### src/rtl/float_types_pkg.sv
// ---------------------------------------------------------------------------
// float_types_pkg
//   Shared types for the FP summator result path.
//   float_point_num : IEEE-754 single precision {sign, exp[7:0], mant[22:0]}
//   num_status_t    : classification the summator attaches to every result
//   fp_result_t     : one stored result, status above value
// ---------------------------------------------------------------------------
package float_types_pkg;

    typedef struct packed {
        logic        sign;
        logic [7:0]  exp;
        logic [22:0] mant;
    } float_point_num;

    typedef enum logic [1:0] {
        ST_NORM = 2'b00,
        ST_ZERO = 2'b01,
        ST_INF  = 2'b10,
        ST_NAN  = 2'b11
    } num_status_t;

    typedef struct packed {
        num_status_t    status;
        float_point_num value;
    } fp_result_t;

endpackage

### src/rtl/fp_sum_result_collector_fifo.sv
// ---------------------------------------------------------------------------
// fp_result_fifo
//   First-word fall-through FIFO for fp_result_t entries.
//   Ports:
//     clk, rst     clock / asynchronous active-high reset
//     clr          synchronous clear of pointers (contents become invisible)
//     push, wr_data  write request and entry
//     pop          read request (ignored while empty)
//     rd_data      head entry, forced to zero while empty
//     level        entries held, full, empty
//   A push is refused when full unless a pop happens in the same cycle.
// ---------------------------------------------------------------------------
module fp_result_fifo
    import float_types_pkg::*;
#(
    parameter int  DEPTH = 8,
    parameter type T     = fp_result_t
) (
    input  logic                     clk,
    input  logic                     rst,
    input  logic                     clr,
    input  logic                     push,
    input  T                         wr_data,
    input  logic                     pop,
    output T                         rd_data,
    output logic [$clog2(DEPTH):0]   level,
    output logic                     full,
    output logic                     empty
);

    localparam int AW = $clog2(DEPTH);

    T               mem [DEPTH];
    logic [AW:0]    wr_ptr;
    logic [AW:0]    rd_ptr;
    logic           do_push;
    logic           do_pop;

    // Extra MSB on each pointer distinguishes full from empty when the
    // address bits match.
    assign empty   = (wr_ptr == rd_ptr);
    assign full    = (wr_ptr[AW] != rd_ptr[AW]) && (wr_ptr[AW-1:0] == rd_ptr[AW-1:0]);
    assign level   = wr_ptr - rd_ptr;
    assign do_pop  = pop && !empty;
    assign do_push = push && (!full || do_pop);

    // Storage is not reset; entries are only visible between the pointers.
    always_ff @(posedge clk) begin
        if (do_push) begin
            mem[wr_ptr[AW-1:0]] <= wr_data;
        end
    end

    always_ff @(posedge clk or posedge rst) begin
        if (rst) begin
            wr_ptr <= '0;
            rd_ptr <= '0;
        end else if (clr) begin
            wr_ptr <= '0;
            rd_ptr <= '0;
        end else begin
            if (do_push) wr_ptr <= wr_ptr + 1'b1;
            if (do_pop)  rd_ptr <= rd_ptr + 1'b1;
        end
    end

    assign rd_data = empty ? T'('0) : mem[rd_ptr[AW-1:0]];

endmodule

### src/rtl/fp_sum_result_collector.sv
// ---------------------------------------------------------------------------
// fp_sum_result_collector
//   Sink for the pipelined FP summator result stream. Every valid result is
//   buffered; results arriving at a full FIFO (with no pop that cycle) are
//   dropped, counted and flagged. The FIFO head is offered on a ready/valid
//   port.
//   Ports:
//     clk_i, rst_i      clock / asynchronous active-high reset
//     flush_i           synchronous clear of FIFO, flags and counters
//     vld_i, answer_i, num_status_i   incoming result (no backpressure)
//     vld_o, rdy_i, answer_o, num_status_o   outgoing ready/valid head
//     level_o, full_o   occupancy
//     ovf_o             sticky "a result was dropped"
//     drop_cnt_o, nan_cnt_o, inf_cnt_o   saturating event counters
// ---------------------------------------------------------------------------
module fp_sum_result_collector
    import float_types_pkg::*;
#(
    parameter int DEPTH = 8,
    parameter int CNT_W = 16
) (
    input  logic                    clk_i,
    input  logic                    rst_i,
    input  logic                    flush_i,
    input  logic                    vld_i,
    input  float_point_num          answer_i,
    input  num_status_t             num_status_i,
    output logic                    vld_o,
    input  logic                    rdy_i,
    output float_point_num          answer_o,
    output num_status_t             num_status_o,
    output logic [$clog2(DEPTH):0]  level_o,
    output logic                    full_o,
    output logic                    ovf_o,
    output logic [CNT_W-1:0]        drop_cnt_o,
    output logic [CNT_W-1:0]        nan_cnt_o,
    output logic [CNT_W-1:0]        inf_cnt_o
);

    function automatic logic [CNT_W-1:0] sat_inc(input logic [CNT_W-1:0] c);
        return (&c) ? c : c + CNT_W'(1);
    endfunction

    fp_result_t wr_entry;
    fp_result_t head;
    logic       empty;
    logic       pop;
    logic       accept;
    logic       drop;

    // Flush wins over everything in its cycle: no pop, no push, no counting.
    assign pop    = !empty && rdy_i && !flush_i;
    assign accept = vld_i && !flush_i && (!full_o || pop);
    assign drop   = vld_i && !flush_i && full_o && !pop;

    assign wr_entry.status = num_status_i;
    assign wr_entry.value  = answer_i;

    fp_result_fifo #(
        .DEPTH (DEPTH),
        .T     (fp_result_t)
    ) u_fifo (
        .clk     (clk_i),
        .rst     (rst_i),
        .clr     (flush_i),
        .push    (accept),
        .wr_data (wr_entry),
        .pop     (pop),
        .rd_data (head),
        .level   (level_o),
        .full    (full_o),
        .empty   (empty)
    );

    assign vld_o        = !empty;
    assign answer_o     = head.value;
    assign num_status_o = head.status;

    always_ff @(posedge clk_i or posedge rst_i) begin
        if (rst_i) begin
            ovf_o      <= 1'b0;
            drop_cnt_o <= '0;
            nan_cnt_o  <= '0;
            inf_cnt_o  <= '0;
        end else if (flush_i) begin
            ovf_o      <= 1'b0;
            drop_cnt_o <= '0;
            nan_cnt_o  <= '0;
            inf_cnt_o  <= '0;
        end else begin
            if (drop) begin
                ovf_o      <= 1'b1;
                drop_cnt_o <= sat_inc(drop_cnt_o);
            end
            if (accept && num_status_i == ST_NAN) nan_cnt_o <= sat_inc(nan_cnt_o);
            if (accept && num_status_i == ST_INF) inf_cnt_o <= sat_inc(inf_cnt_o);
        end
    end

endmodule
### config.mk
export PLATFORM = sky130hd
export DESIGN_NAME = fp_sum_result_collector
export DESIGN_NICKNAME = d
export VERILOG_FILES = /design/src/rtl/float_types_pkg.sv /design/src/rtl/fp_sum_result_collector_fifo.sv /design/src/rtl/fp_sum_result_collector.sv
export SDC_FILE = /design/constraint.sdc
export NUM_CORES = 1
export LEC_CHECK = 0
export CAP_MARGIN = 20
export CELL_PAD_IN_SITES_DETAIL_PLACEMENT = 2
export CELL_PAD_IN_SITES_GLOBAL_PLACEMENT = 2
export CORE_AREA = 2 2 183 185
export DETAILED_ROUTE_END_ITERATION = 6
export DIE_AREA = 0 0 185 187
export PLACE_DENSITY_LB_ADDON = 0.1
export SETUP_SLACK_MARGIN = 0.3
export SLEW_MARGIN = 0
export SYNTH_ARGS = -nofsm -noshare
export SYNTH_HDL_FRONTEND = slang
export SYNTH_SLANG_ARGS = --single-unit
export TNS_END_PERCENT = 20
### constraint.sdc
create_clock -name clk_i -period 5.8 [get_ports clk_i]
set_clock_uncertainty 0.15 [all_clocks]
set_input_delay 1.16 -clock clk_i [delete_from_list [all_inputs] [get_ports clk_i]]
set_output_delay 1.16 -clock clk_i [all_outputs]
set_load 0.02 [all_outputs]
Figure 1. Cell sizes after repair.
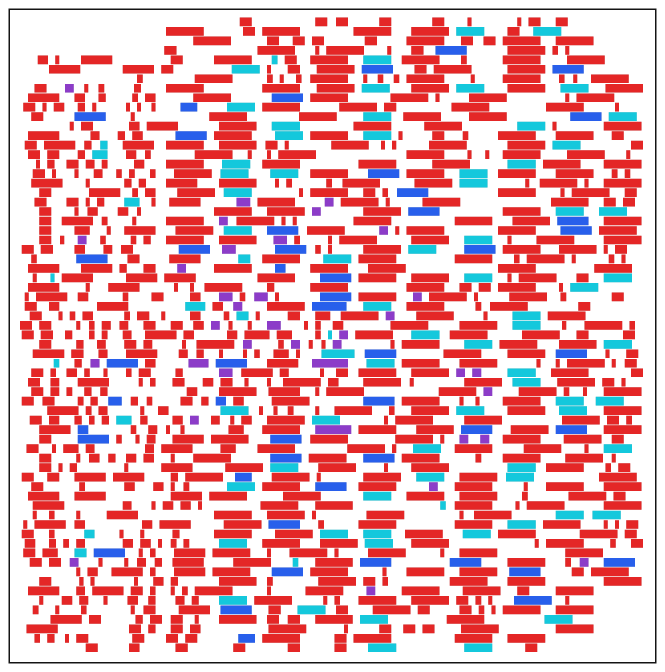
size	color	cells	share
x3 and x4	purple	36	3.6%
x2	cyan	84	8.4%
x1 and smaller	red	831	83%
x6 and larger	blue	48	4.8%

Figure 2. Clock routing.
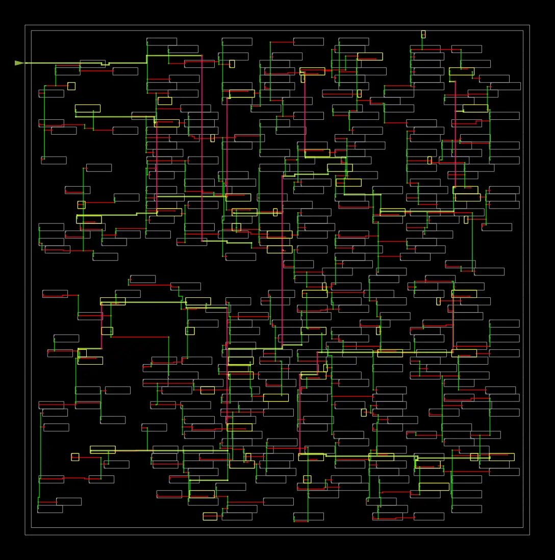
P_clk: 2.28 mW
total CTS buffers: 37
total of clock buffers placed in the layout: 53
sequential cell count: 329
Sinks on Clock Net: 329

Figure 3. Placement by cell class.
Scale bar: 50 um.
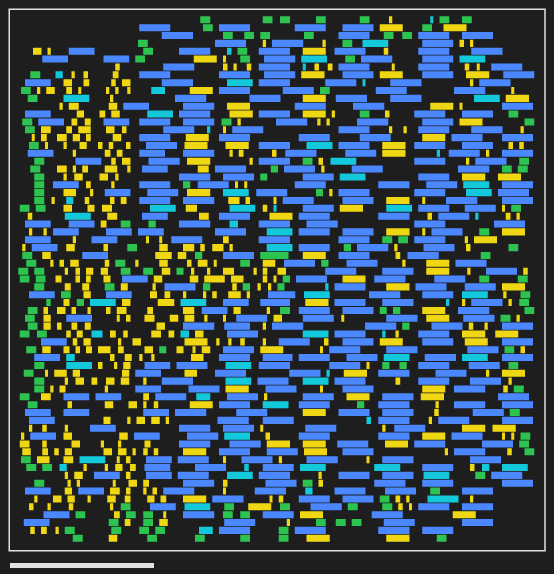
class	color	cells	share of their area
registers	blue	329	60%
clock drivers and dummy loads	cyan	66	7.3%
remaining logic cells	yellow	455	24%
remaining buffers and delay cells	green	149	9.0%

==> run_summary.xml <==
<?xml version="1.0" encoding="UTF-8"?>
<metrics>
  <group name="status">
    <metric name="result_of_the_run" unit="">completed</metric>
  </group>
  <group name="finish">
    <metric name="combinational_fraction_of_the_cell_area" unit="%">22.64</metric>
    <metric name="most-common-layout-cells" unit="">272 x sky130_fd_sc_hd__edfxtp_1, 126 x sky130_fd_sc_hd__clkdlybuf4s50_1, 87 x sky130_fd_sc_hd__nand2_1, 68 x sky130_fd_sc_hd__mux4_2, 54 x sky130_fd_sc_hd__dfrtp_1</metric>
    <metric name="commonest_non_fill_non_tap_cell_in_the_layout" unit="">sky130_fd_sc_hd__edfxtp_1</metric>
    <metric name="final-instance-count-excl-fill" unit="">1447</metric>
    <metric name="final_core_utilization" unit="%">50.59</metric>
  </group>
  <group name="setup_path">
    <metric name="setup.worst_path.start" unit="">u_fifo.rd_ptr[0]$_DFFE_PP0P_</metric>
    <metric name="worst-endpoint-required" unit="ps">4490</metric>
    <metric name="reg2reg_from" unit="">u_fifo.rd_ptr[0]$_DFFE_PP0P_</metric>
    <metric name="worstSetupEndpointType" unit="">primary output</metric>
    <metric name="criticalPathCategory" unit="">flop to primary output</metric>
    <metric name="worstPathMaxFanout" unit="">41</metric>
  </group>
  <group name="floorplan">
    <metric name="num_tapcells" unit="">448</metric>
    <metric name="die-area" unit="sq um">34600</metric>
    <metric name="floorplan.core_area" unit="sq um">32860</metric>
    <metric name="placementRows" unit="">67</metric>
    <metric name="dieHeight" unit="um">187</metric>
  </group>
  <group name="timing">
    <metric name="setup_violations" unit="">0</metric>
    <metric name="finalHoldViolCount" unit="">0</metric>
    <metric name="final_hold_slack" unit="ps">386.1</metric>
  </group>
  <group name="clocking">
    <metric name="tritoncts" unit="">yes</metric>
    <metric name="cts_root_buf" unit="">sky130_fd_sc_hd__clkbuf_16</metric>
    <metric name="clk-insertion-delay-late" unit="ps">520</metric>
  </group>
  <group name="synthesis">
    <metric name="post_synth_num_cell_types" unit="">53</metric>
    <metric name="async_flop_share" unit="%">17.33</metric>
    <metric name="largest_cells_by_area_after_synthesis" unit="">sky130_fd_sc_hd__edfxtp_1 60%, sky130_fd_sc_hd__mux4_2 11%, sky130_fd_sc_hd__dfrtp_1 11%, sky130_fd_sc_hd__nand2_1 2.4%, sky130_fd_sc_hd__a21oi_1 1.8%</metric>
    <metric name="total_cell_area_reported_by_yosys_after_synthesis" unit="sq um">13530</metric>
    <metric name="synth_simple_gate_area_share" unit="%">8.034</metric>
    <metric name="syn-instance-count" unit="">824</metric>
  </group>
  <group name="placement">
    <metric name="place_area" unit="sq um">15420</metric>
    <metric name="dp.cells" unit="">1380</metric>
  </group>
  <group name="global_routing">
    <metric name="grt_pass1_wl" unit="um">57370</metric>
    <metric name="grt_antenna_before_repair" unit="">0</metric>
  </group>
  <group name="drt">
    <metric name="finalWirelength" unit="um">36940</metric>
    <metric name="drc_violation_count_after_routing" unit="">0</metric>
    <metric name="wl_met2" unit="um">19070</metric>
  </group>
  <group name="hold_path">
    <metric name="holdCritPathClass" unit="">flop to flop</metric>
  </group>
  <group name="flow_run">
    <metric name="max-cap-violations" unit="">0</metric>
  </group>
  <group name="pwr">
    <metric name="top_contributor_to_total_power" unit="">sequential cells</metric>
  </group>
</metrics>
Power figures rest on the tool's default switching activity, not on a simulated workload.
